<file path="config.mk">
export PLATFORM = sky130hd
export DESIGN_NAME = op_scheduler
export DESIGN_NICKNAME = d
export VERILOG_FILES = /design/src/rtl/op_scheduler.sv
export SDC_FILE = /design/constraint.sdc
export NUM_CORES = 1
export LEC_CHECK = 0
export ABC_CLOCK_PERIOD_IN_PS = 2600
export CAP_MARGIN = 25
export CORE_MARGIN = 5
export CORE_UTILIZATION = 40
export CTS_CLUSTER_SIZE = 20
export DETAILED_ROUTE_END_ITERATION = 7
export PLACE_DENSITY = 0.66
export SETUP_SLACK_MARGIN = 0.3
export SYNTH_ARGS = -nofsm -noshare
export SYNTH_HDL_FRONTEND = slang
export SYNTH_SLANG_ARGS = --single-unit
</file>
<file path="constraint.sdc">
create_clock -name clk -period 2.6 [get_ports clk]
set_input_delay 0.26 -clock clk [delete_from_list [all_inputs] [get_ports clk]]
set_output_delay 0.26 -clock clk [all_outputs]
set_load 0.01 [all_outputs]
</file>
<file path="src/rtl/op_scheduler.sv">
// op_scheduler: round-robin arbiter sharing one serial output line.
// Optional one-tick gap between transfers: define OP_SCHED_GAP_EN.
module op_scheduler #(
   parameter int NREQ  = 4,
   parameter int PAT_W = 8,
   parameter int DIV_W = 16
) (
   input  logic                  clk,
   input  logic                  reset,
   input  logic [NREQ-1:0]       req,
   input  logic [NREQ*PAT_W-1:0] pat,
   input  logic [DIV_W-1:0]      div,
   output logic [NREQ-1:0]       grant,
   output logic                  busy,
   output logic                  done,
   output logic                  op
);

   localparam int LW = $clog2(NREQ);
   localparam int BW = $clog2(PAT_W);

`ifdef OP_SCHED_GAP_EN
   typedef enum logic [1:0] {
      IDLE,
      SHIFT,
      GAP
   } state_t;
`else
   typedef enum logic [1:0] {
      IDLE,
      SHIFT
   } state_t;
`endif

   state_t           state;
   logic [LW-1:0]    last;
   logic [DIV_W-1:0] cnt;
   logic [DIV_W-1:0] dv;
   logic [BW-1:0]    bcnt;
   logic [PAT_W-1:0] sh;

   logic [LW-1:0]    win;
   logic [LW-1:0]    idx;
   logic             found;
   logic [PAT_W-1:0] wpat;
   logic [NREQ-1:0]  wgnt;

   // round-robin search starting just after the previous winner
   always_comb begin
      win   = last;
      idx   = last;
      found = 1'b0;
      for (int i = 1; i <= NREQ; i++) begin
         idx = last + LW'(i);
         if (!found && req[idx]) begin
            win   = idx;
            found = 1'b1;
         end
      end
   end

   // select the winner's pattern slice
   always_comb begin
      wpat = '0;
      for (int i = 0; i < NREQ; i++) begin
         if (win == LW'(i))
            wpat = pat[i*PAT_W +: PAT_W];
      end
   end

   assign wgnt = NREQ'(1) << win;

   // sequencer: arbitration, prescaling and shifting with registered outputs
   always_ff @(posedge clk or posedge reset) begin
      if (reset) begin
         state <= IDLE;
         last  <= LW'(NREQ-1);
         cnt   <= '0;
         bcnt  <= '0;
         dv    <= DIV_W'(1);
         sh    <= '0;
         grant <= '0;
         busy  <= 1'b0;
         done  <= 1'b0;
         op    <= 1'b0;
      end else begin
         done <= 1'b0;
         case (state)
            IDLE: begin
               if (|req) begin
                  state <= SHIFT;
                  last  <= win;
                  grant <= wgnt;
                  busy  <= 1'b1;
                  op    <= wpat[PAT_W-1];
                  sh    <= wpat;
                  dv    <= (div == '0) ? DIV_W'(1) : div;
                  cnt   <= '0;
                  bcnt  <= '0;
               end
            end
            SHIFT: begin
               if (cnt == dv - DIV_W'(1)) begin
                  cnt  <= '0;
                  sh   <= sh << 1;
                  op   <= sh[PAT_W-2];
                  bcnt <= bcnt + BW'(1);
                  if (bcnt == BW'(PAT_W-1)) begin
                     grant <= '0;
                     busy  <= 1'b0;
                     op    <= 1'b0;
                     done  <= 1'b1;
                     bcnt  <= '0;
`ifdef OP_SCHED_GAP_EN
                     state <= GAP;
`else
                     state <= IDLE;
`endif
                  end
               end else begin
                  cnt <= cnt + DIV_W'(1);
               end
            end
`ifdef OP_SCHED_GAP_EN
            GAP: begin
               if (cnt == dv - DIV_W'(1)) begin
                  cnt   <= '0;
                  state <= IDLE;
               end else begin
                  cnt <= cnt + DIV_W'(1);
               end
            end
`endif
            default: state <= IDLE;
         endcase
      end
   end

endmodule

</file>
==> impl_metrics.tcl, run 1 <==
# collected from the flow reports
set metrics [dict create \
    num-clock-buffers 8 \
    grt_pass1_vias 2924 \
    regArea_um2 1281 \
    clk_share_pct 2.203 \
    vias_per_cell 5.476 \
    syn_area_per_cell_um2 9.471 \
    syn_to_final_growth_pct 36.66 \
    critPathLaunch "dv[2]" \
    path_class "reg -> reg" \
    setup_ws_ns -0.3129 \
    numPortBuffers 60 \
    grt_use_total_pct 16.51 \
    slew_viol_final 0 \
    netSwitchingPower_w 0.0005534 \
    skew_ns 0.007571 \
    routabilityCongestion 0.8504 \
    taps 105 \
    cts_tree "yes" \
    postSynthSeqShare_pct 38.50 \
    via_count 3012 \
    crit_chain "or4_4, or3_4, o21ai_2, nand4_2, or4b_1, and4b_1, buf_12, mux2i_2, o21ai_1" \
    flop-count 51 \
    crit_path_max_incr_delay_ns 0.52 \
    maxPowerGroup "registers" \
    reg2reg_slack_ns -0.31 \
    io_pins 61 \
    clockNetworkPower_w 0.000501 \
    yosysChipArea_um2 3324 \
    ir_drop_v 0.0002623 \
    chipArea_um2 10230 \
    cp-start-kind "flop" \
    fp.coreArea_um2 8175 \
    ys.flop_type "dfrtp_1" \
    yosysWarnings 0 \
    die_h_um 101.2 \
    cpMaxStageDelayCell "or4_4" \
    syn_nets 409 \
    synth.distinct_cells 55 \
    worstPathRequired_ns 2.79 \
    crit_arrival_ns 3.10 \
    end_kind "flop" \
    cts_made_buffers 5 \
    violations "setup timing" \
    max_freq_mhz 343.3 \
    fillers 739 \
    wl_per_cell_um 14.90 \
    die_w_um 101.2 \
    detail_route.first_pass.iterations 4 \
    edf_count 0 \
    crit_end "bcnt[2]" \
    lay_top_cells "clkdlybuf4s50_1 (60), dfrtp_1 (47), buf_4 (40), nand2_1 (34), nor2_1 (23)" \
    rsz0062_at_grt "true" \
    numSynthFlops 51 \
    worst_pin_slew_ns 0.6442 \
    drive_gt1_share_pct 23.37 \
    drc_errors 0 \
    cap_violations 0 \
    comb_cells 271 \
    largest_area_cell "dfrtp_1" \
    antenna_found_initial 0 \
    insertion_delay_ns 0.31 \
    setup_tns_ns -6.116 \
    setup_viol 33 \
    hold_viol 0 \
    pre_cts_ws_ns -0.3658 \
    status "complete, but fails checks" \
    largestClassByArea "logic gates" \
    switching_share_pct 28.41 \
    grt_first_pass_wirelength_um 13830 \
    dp_hpwl_um 6504 \
    ys_cells 351 \
    r2r_start "dv[2]" \
    placementRows 33 \
    power_density_nw_per_um2 428.7 \
    area_leaders "dfrtp_1 (36%), mux4_2 (5.4%), mux2_2 (4.7%), mux2i_1 (4.2%), nand2_1 (4.0%)" \
    worstPathMaxFanout 10 \
    hold_path_class "in -> async" \
    overflow 0 \
    clock_sinks 51 \
    antenna_cells 0 \
    antenna_left 0 \
    internal_power_w 0.001394 \
    pg_seq_w 0.000938 \
    clock_power_share_pct 25.7 \
    htree_levels 2 \
    cts.reportedPaths.clkPinSlew_ns 0.09 \
    p_seq_share_pct 48.1 \
    drt_iter0_markers 115 \
    syn_area_um2 3324 \
    grt_max_degree 52 \
    r2r_cells 9 \
    clockRootBuffer "clkbuf_8" \
    whs_ns 0.4377 \
    clockBufferDepth 2 \
    fin_crit_ns 2.913 \
    logic_area_um2 2003 \
    fin_nets 502 \
    top_cell_area_share_pct 36.13 \
    bufAreaShareNonClock_pct 21.95 \
    r2r-end "bcnt[2]" \
    initCoreUtil_pct 40.66 \
    async_reset_ff_share_pct 100.0 \
    fin_crit_sh_pct 112.0 \
    slew_headroom_pct 57.05 \
    num-nonclk-buffers 107 \
    routed_wl_um 8194 \
    synthCells 351 \
    leakagePower_nw 1.806 \
    comb-power_w 0.000509 \
    tool_warnings 29 \
    inv_count 8 \
    combPwrFrac_pct 26.1 \
    sh_seq_area_pct 28.20 \
]
[run 1: per-stage QoR]
step | utilization, % | instance area [um2] | total power [W] | std cells
finish | 55.57 | 4543 | 0.001948 | 550
global route | 55.57 | 4543 | 0.002063 | 550
CTS | 54.36 | 4444 | 0.001957 | 549
detailed placement | 53.14 | 4344 | 0.001452 | 541
global placement | 53.14 | 4344 | 0.001438 | 541
floorplan | - | 3337 | 0.001225 | 351
[run 1: cells in the mapped netlist (8+ instances only)]
library cell  instances
a21oi_1              17
clkbuf_1             15
dfrtp_1              48
mux2_2               14
mux2i_1              14
mux4_2                8
nand2_1              35
nand3_1              16
nor2_1               23
nor2b_1               8
nor3_1                8
nor4_1                8
o21ai_0              13
xnor2_1              11
xor2_1               12
[run 1: kinds of logic after synthesis]
logic type,share of synthesized area (%)
compound gates,14.23
mux,14.38
buf+inv,3.763
flops,38.50
fa+ha+maj,1.506
xor+xnor,6.059
simple gates,21.57
[run 1: worst max-delay path: cells and delay by family (launching register included)]
kind            cells  cell delay, ns
simple gates        5            1.84
buf+inv             1            0.15
flops               1            0.44
mux                 1            0.21
compound gates      2            0.16
[run 1: metal layers]
layer  vias up  wire length, um  global-route usage (%)
met5         -                0                       0
met4         0              115                   4.601
met3        11              244                   2.479
met2        54             4020                   27.01
met1      1466             3813                   22.83
li1       1481                -                       -
[run 1: registers in the layout (all words and copies together) (netlist names)]
name	cells
cnt	16
dv	16
sh	7
grant	4
bcnt	3
last	2
busy	1
done	1
op	1
[run 1: timing repair]
action | in CTS | in global routing
setup buffers | 0 | 1
endpoints found under the setup margin | 33 | 33
hold buffers | 0 | 0
pin swaps | 0 | 1
gates resized | 1 | 23
run_1/port_trees.png
Drawn at 3 px/um.
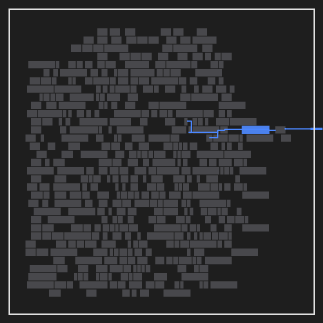
| port | color | bits | direction | end cells | buffers | wire |
|---|---|---|---|---|---|---|
| busy | blue | 1 | output | 1 | 1 | 49.1 um |

run_1/gates.png
Drawn at 4 px/um.
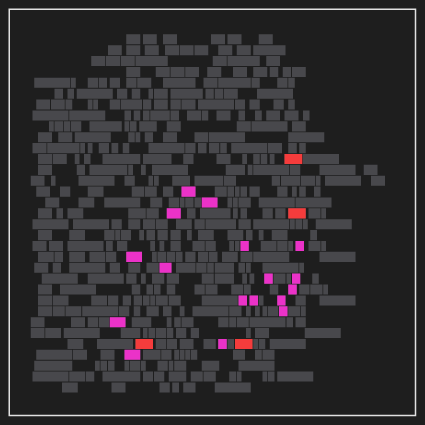
| family | color | cells | most used |
|---|---|---|---|
| and/or cells | magenta | 17 | or3_1 |
| fa/ha/maj cells | red | 4 | ha_1 |
Layout Cells excl Fill: 550
logic share of the area: 44.09%
Top cell excl fill/tap: clkdlybuf4s50_1

run_1/pinout.png
Drawn at 4 px/um. Pins as bars across the die edge, other pins in gray.
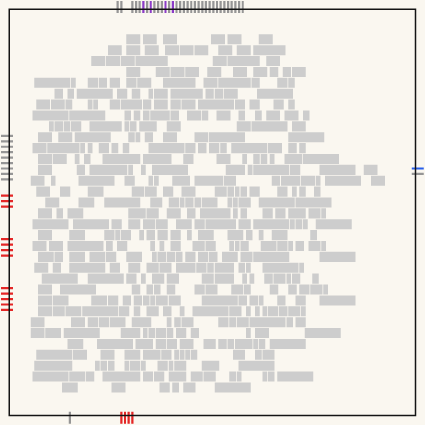
| port | color | pins | direction | edge |
|---|---|---|---|---|
| req | purple | 4 | input | top |
| div | red | 16 | input | 12 left, 4 bottom |
| busy | blue | 1 | output | right |
all pins by edge: 33 top, 21 left, 5 bottom, 2 right

run_1/sizing.png
Drawn at 4 px/um.
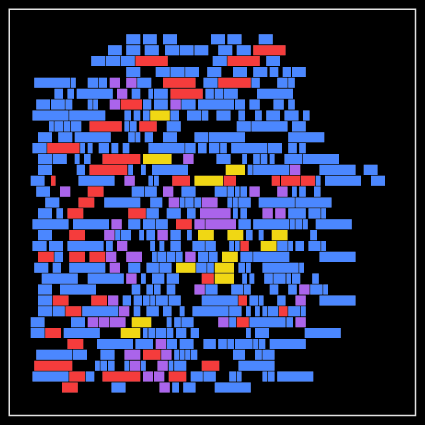

==> run 2: changes to the inputs <==
--- a/config.mk
+++ b/config.mk
@@ -11,8 +11,10 @@
 export CORE_UTILIZATION = 40
 export CTS_CLUSTER_SIZE = 20
 export DETAILED_ROUTE_END_ITERATION = 7
+export GPL_TIMING_DRIVEN = 0
 export PLACE_DENSITY = 0.66
 export SETUP_SLACK_MARGIN = 0.3
+export SKIP_CTS_REPAIR_TIMING = 1
 export SYNTH_ARGS = -nofsm -noshare
 export SYNTH_HDL_FRONTEND = slang
 export SYNTH_SLANG_ARGS = --single-unit
run_2/sizing.png
Drawn at 4 px/um.
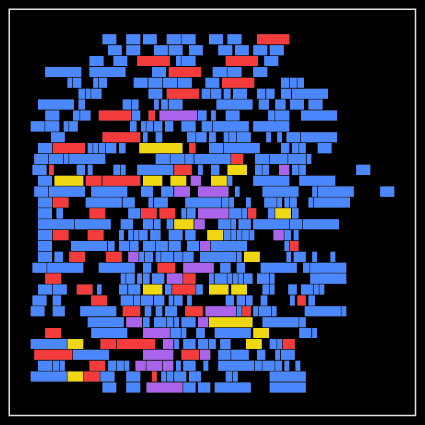
| size | color | cells |
|---|---|---|
| x1 and smaller | blue | 349 |
| x2 | red | 45 |
| x6 and larger | yellow | 18 |
| x3 and x4 | purple | 23 |
worst setup margin: -0.3917 ns
Area Overhead vs Synth: 36.17%
design area: 4527 um2

==> run 2 against run 1 <==
Compared with the run above:
- the run still ends with setup timing left
- synthesized area unchanged
- clock skew shrank 0.0021 ns
- count of clock-buffer cells in the layout shrank 3
==> impl_metrics.tcl, run 2 <==
# collected from the flow reports
set metrics [dict create \
    cp-start-kind "flop" \
    xor_share_pct 6.059 \
    setup_ws_ns -0.3917 \
    tool_warnings 28 \
    die_w_um 101.2 \
    die_h_um 101.2 \
    hold_viol 0 \
    logic_family "simple AND/OR/NAND/NOR gates" \
    area_leaders "dfrtp_1 (36%), mux4_2 (5.4%), mux2_2 (4.7%), mux2i_1 (4.2%), nand2_1 (4.0%)" \
    lay_top_cells "clkdlybuf4s50_1 (60), dfrtp_1 (47), nand2_1 (34), nor2_1 (23)" \
    detail_route.first_pass.iterations 4 \
    vias_per_cell 5.544 \
    final_util_pct 55.37 \
    cts.reportedPaths.clkPinSlew_ns 0.10 \
    via_count 2994 \
    htree_levels 2 \
    skew_ns 0.005429 \
    cap_violations 0 \
    fp.coreArea_um2 8175 \
    muxShareOfSynthArea_pct 14.38 \
    wl_per_cell_um 15.74 \
    worstPathMaxFanout 7 \
    crit_path_max_incr_delay_ns 0.50 \
    edf_count 0 \
    netSwitchingPower_w 0.0005840 \
    power_density_nw_per_um2 464.3 \
    yosysChipArea_um2 3324 \
    dp_cells 517 \
    ys_sh_adder_pct 1.505 \
    fin_crit_ns 2.992 \
    largest_area_cell "dfrtp_1" \
    met1Wirelength_um 4087 \
    placementRows 33 \
    yosys.cell_count.top_type "dfrtp_1" \
    synthCells 351 \
    final_cells 540 \
    switching_share_pct 27.79 \
    cpMaxStageDelayCell "or4_4" \
    cp_top_family "simple AND/OR/NAND/NOR gates" \
    ys_sh_aoi_pct 14.23 \
    top_cell_area_share_pct 36.13 \
    cts_tree "yes" \
    drt_iter0_markers 138 \
    drive_gt1_share_pct 19.77 \
    chipArea_um2 10230 \
    antenna_cells 0 \
    numSynthFlops 51 \
    insertion_delay_ns 0.31 \
    simple_gate_share_pct 21.57 \
    grt_max_degree 36 \
    top_cells_by_count "dfrtp_1 (48), nand2_1 (35), nor2_1 (23), a21oi_1 (17), nand3_1 (16)" \
    syn_area_per_cell_um2 9.471 \
    async_reset_ff_share_pct 100.0 \
    slew_headroom_pct 59.99 \
    clockRootBuffer "clkbuf_8" \
    max_freq_mhz 334.3 \
    combPwrFrac_pct 23.8 \
    yosysWarnings 0 \
    whs_ns 0.2310 \
    internal_power_w 0.001518 \
    antenna_found_initial 0 \
    syn_nets 409 \
    syn_area_um2 3324 \
    synth.distinct_cells 55 \
    grt_pass1_vias 2834 \
    clockBufferDepth 2 \
    postSynthSeqShare_pct 38.50 \
    critPathLaunch "dv[2]" \
    dp_hpwl_um 6284 \
    leakagePower_nw 1.717 \
    crit_arrival_ns 3.18 \
    p_seq_share_pct 44.8 \
    clock_power_share_pct 31.3 \
    violations "setup timing" \
    lay_top_count "clkdlybuf4s50_1" \
    io_pins 61 \
    antenna_left 0 \
    ys_cells 351 \
    largest_registers "cnt (16), dv (16), sh (7)" \
    routed_wl_um 8502 \
    routabilityCongestion 0.8309 \
    ir_drop_v 0.0002714 \
    crit_buf_inv 2 \
    r2r_start "dv[2]" \
    worst_pin_slew_ns 0.5959 \
    cts_made_buffers 5 \
    end_kind "flop" \
    grt_use_total_pct 16.27 \
    crit_chain "buf_6, or4_4, or3_4, o21ai_2, nand4_2, or4b_1, and4b_2, buf_4, mux2i_1, a21oi_1" \
    numPortBuffers 60 \
    status "complete, but fails checks" \
    wl_met3_um 291 \
    worstPathRequired_ns 2.78 \
    hold_path_class "in -> async" \
    grt_first_pass_wirelength_um 13430 \
    overflow 0 \
    setup_viol 32 \
    rsz0062_at_grt "true" \
    drc_errors 0 \
    fin_crit_sh_pct 115.1 \
    slew_viol_final 0 \
    ys.flop_type "dfrtp_1" \
    path_class "reg -> reg" \
    clock_sinks 51 \
    fin_nets 492 \
    initCoreUtil_pct 40.66 \
    highest_layer "met4" \
]
==> run 2: power groups by stage <==
stage / logic (W) / registers, W / clock network (W)
2_1_floorplan: 0.000297 / 0.000927 / 0
3_3_place_gp: 0.000430 / 0.000946 / 0
3_5_place_dp: 0.000446 / 0.000949 / 0
4_1_cts: 0.000448 / 0.000934 / 0.000668
5_1_grt: 0.000554 / 0.000955 / 0.000704
6_report: 0.000501 / 0.000942 / 0.000658
==> run 2: final cells by class <==
cell class / instances / area, um2
Fill cell: 712 / 3649
Timing Repair Buffer: 76 / 752.0
Inverter: 8 / 30.03
Clock buffer: 5 / 68.82
Multi-Input combinational cell: 271 / 2077
Tap cell: 105 / 131.4
Buffer: 21 / 118.9
Clock inverter: 3 / 67.56
Sequential cell: 51 / 1281
==> run 2: worst paths after layout <==
path / endpoint / slack [ns] / cells past startpoint
setup / recovery: sh[3] / -0.39 / 10
hold / removal: dv[12] / 0.23 / 2
setup reg to reg: sh[3] / -0.39 / 10
hold reg to reg: sh[0] / 0.52 / 2
max in group asynchronous: last[0] / 1.81 / 3
min in group clk: sh[0] / 0.52 / 2
==> run 2: stage by stage <==
step                      TNS [ns]  total power, W  instance area (um2)  worst slack (ns)
after floorplan             -2.232        0.001225                 3337           -0.1500
after global placement      -18.12        0.001376                 4069           -0.8292
after detailed placement    -18.59        0.001395                 4089           -0.8292
after CTS                   -19.06        0.002050                 4225           -0.8593
after global routing        -12.20        0.002212                 4527           -0.4847
final                       -8.885        0.002102                 4527           -0.3917
==> run 2: per-layer routing <==
metal | global-route usage [%] | vias to the layer above
met5 | 0 | -
met4 | 4.192 | 0
met3 | 2.410 | 11
met2 | 25.75 | 63
met1 | 23.39 | 1449
li1 | - | 1471
run_2/gates.png
Drawn at 4 px/um.
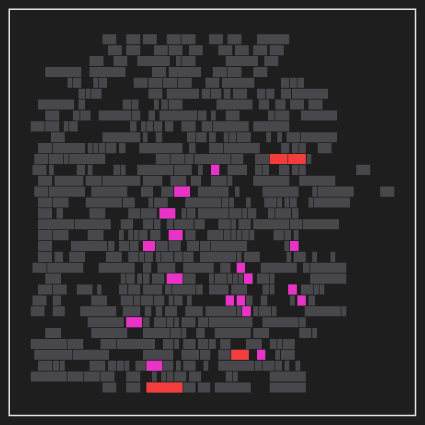

==> run 3: changes to the inputs <==
--- a/config.mk
+++ b/config.mk
@@ -7,12 +7,14 @@
 export LEC_CHECK = 0
 export ABC_CLOCK_PERIOD_IN_PS = 2600
 export CAP_MARGIN = 25
+export CELL_PAD_IN_SITES_DETAIL_PLACEMENT = 1
+export CELL_PAD_IN_SITES_GLOBAL_PLACEMENT = 1
 export CORE_MARGIN = 5
-export CORE_UTILIZATION = 40
+export CORE_UTILIZATION = 36
 export CTS_CLUSTER_SIZE = 20
 export DETAILED_ROUTE_END_ITERATION = 7
 export GPL_TIMING_DRIVEN = 0
-export PLACE_DENSITY = 0.66
+export PLACE_DENSITY_LB_ADDON = 0.1
 export SETUP_SLACK_MARGIN = 0.3
 export SKIP_CTS_REPAIR_TIMING = 1
 export SYNTH_ARGS = -nofsm -noshare
run_3/gates.png
Drawn at 4 px/um.
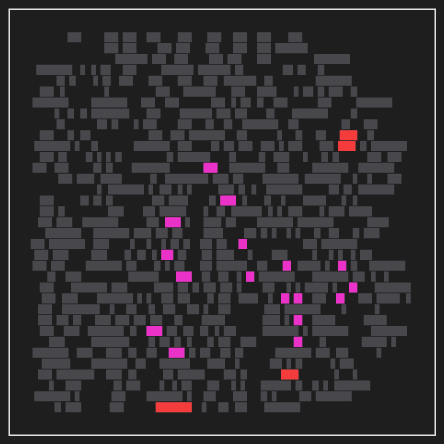
| family | color | cells | most used |
|---|---|---|---|
| and/or cells | magenta | 17 | or3_1 |
| fa/ha/maj cells | red | 4 | ha_1 |

==> run 3 against run 2 <==
Compared with the run above:
- the run still ends with setup timing left
- final cell count rose by 2.2%
- combinational power grew 5.2%
- synthesized cell count unchanged
- count of clock-buffer cells in the layout rose by 2
- critical path depth is the same
- global-route usage up 1.8 points
- sequential power is 0.7% higher
- first-iteration DRC count fell by 38%
- wire length increased by 24%
- power decreased by 2.9%
- clock power fell by 14%
==> impl_metrics.tcl, run 3 <==
# collected from the flow reports
set metrics [dict create \
    chipArea_um2 11260 \
    ir_drop_v 0.0002066 \
    worstPathRequired_ns 2.79 \
    top_cells_by_count "dfrtp_1 (48), nand2_1 (35), nor2_1 (23), a21oi_1 (17), nand3_1 (16)" \
    yosysChipArea_um2 3324 \
    syn_area_per_cell_um2 9.471 \
    slew_headroom_pct 57.10 \
    detail_route.first_pass.iterations 4 \
    dp_cells 523 \
    async_reset_ff_share_pct 100.0 \
    final_cells 552 \
    antenna_left 0 \
    cts_tree "yes" \
    cp-start-kind "flop" \
    grt_use_total_pct 18.02 \
    insertion_delay_ns 0.31 \
    ys_cells 351 \
    wl_per_cell_um 19.15 \
    routed_wl_um 10570 \
    r2r_start "dv[4]" \
    clockRootBuffer "clkbuf_8" \
    grt_first_pass_wirelength_um 16240 \
    io_pins 61 \
    lay_top_count "clkdlybuf4s50_1" \
    cap_violations 0 \
    antenna_cells 0 \
    htree_levels 2 \
    top_cell_area_share_pct 36.13 \
    fin_nets 498 \
    overflow 0 \
    largest_registers "cnt (16), dv (16), sh (7)" \
    synthCells 351 \
    placementRows 35 \
    r2r-end "sh[3]" \
    area_leaders "dfrtp_1 (36%), mux4_2 (5.4%), mux2_2 (4.7%), mux2i_1 (4.2%), nand2_1 (4.0%)" \
    largest_area_cell "dfrtp_1" \
    grt_max_degree 28 \
    numPortBuffers 60 \
    dp_hpwl_um 7608 \
    path_class "reg -> reg" \
    setup_viol 33 \
    slew_viol_final 0 \
    tool_warnings 28 \
    drt_iter0_markers 86 \
    worst_pin_slew_ns 0.6435 \
    postSynthSeqShare_pct 38.50 \
    numSynthFlops 51 \
    edf_count 0 \
    crit_end "sh[3]" \
    synth.distinct_cells 55 \
    hold_path_class "in -> async" \
    initCoreUtil_pct 36.50 \
    yosys.cell_count.top_type "dfrtp_1" \
    drive_gt1_share_pct 24.04 \
    violations "setup timing" \
    setup_ws_ns -0.5528 \
    lay_top_cells "clkdlybuf4s50_1 (60), dfrtp_1 (46), nand2_1 (34), nor2_1 (23), a21oi_1 (16)" \
    fin_crit_sh_pct 121.3 \
    max_freq_mhz 317.2 \
    status "complete, but fails checks" \
    cts.reportedPaths.clkPinSlew_ns 0.10 \
    crit_arrival_ns 3.34 \
    grt_pass1_vias 3157 \
    die_h_um 106.1 \
    routabilityCongestion 0.7435 \
    vias_per_cell 5.639 \
    hold_viol 0 \
    antenna_found_initial 0 \
    die_w_um 106.1 \
    fin_crit_ns 3.153 \
    skew_ns 0.009751 \
    ys.flop_type "dfrtp_1" \
    end_kind "flop" \
    leakagePower_nw 1.784 \
    r2r_cells 10 \
    syn_area_um2 3324 \
    whs_ns 0.3212 \
    clock_sinks 51 \
    power_density_nw_per_um2 436.7 \
    yosysWarnings 0 \
    clockBufferDepth 2 \
    fp.coreArea_um2 9109 \
    worstPathMaxFanout 6 \
    pre_cts_ws_ns -1.117 \
    drc_errors 0 \
    via_count 3113 \
    reg2reg_slack_ns -0.55 \
    syn_nets 409 \
    cts_made_buffers 5 \
    rsz0062_at_grt "true" \
    critPathLaunch "dv[4]" \
    syn_to_final_growth_pct 40.65 \
]
==> run 3: where the power goes <==
| group | internal (W) | total [W] | switching, W |
|---|---|---|---|
| Clock | 0.000289 | 0.000566 | 0.000277 |
| Sequential | 0.000859 | 0.000949 | 0.0000905 |
| Combinational | 0.000281 | 0.000527 | 0.000246 |
| Total | 0.00143 | 0.00204 | 0.000613 |
==> run 3: worst max-delay path, cell delays in order (launching register included) <==
cell	delay [ns]
dfrtp_1	0.39
buf_6	0.13
or4_4	0.50
or3_4	0.39
o21ai_2	0.08
nand4_2	0.13
or4b_1	0.57
and4b_2	0.35
clkbuf_4	0.20
mux2i_1	0.19
a21oi_1	0.08
==> run 3: stage by stage <==
stage / area, um2 / total power, W / TNS (ns) / util, %
floorplan: 3337 / 0.001225 / -2.232 / -
global placement: 4076 / 0.001387 / -25.98 / 44.75
detailed placement: 4096 / 0.001410 / -26.10 / 44.97
CTS: 4203 / 0.001980 / -26.05 / 46.14
global route: 4676 / 0.002165 / -13.42 / 51.33
finish: 4676 / 0.002042 / -10.39 / 51.33
==> run 3: area by class of cell <==
type | instances | area [um2]
well taps | 111 | 138.9
flip-flops and latches | 51 | 1282
repair buffers | 82 | 818.3
inverters | 8 | 30.03
multi-input cells | 271 | 2177
plain buffers | 21 | 122.6
fillers | 1045 | 4433
clock inverters | 1 | 30.03
clock buffers | 7 | 76.32
==> run 3: metal layers <==
metal,track usage [%],part of all wire (%)
met3,1.943,1.8
met1,25.88,48
met5,0,0
met4,5.735,2.2
met2,28.46,48
==> run 3: cell families after synthesis <==
| family | share of synthesized area, % |
|---|---|
| xor gates and xnor gates | 6.059 |
| DFF | 38.50 |
| and+or+nand+nor | 21.57 |
| AOI/OAI and AO/OA | 14.23 |
| muxes | 14.38 |
| adders and majority gates | 1.506 |
| buffers and inverters | 3.763 |
Power and IR drop assume default switching activity.
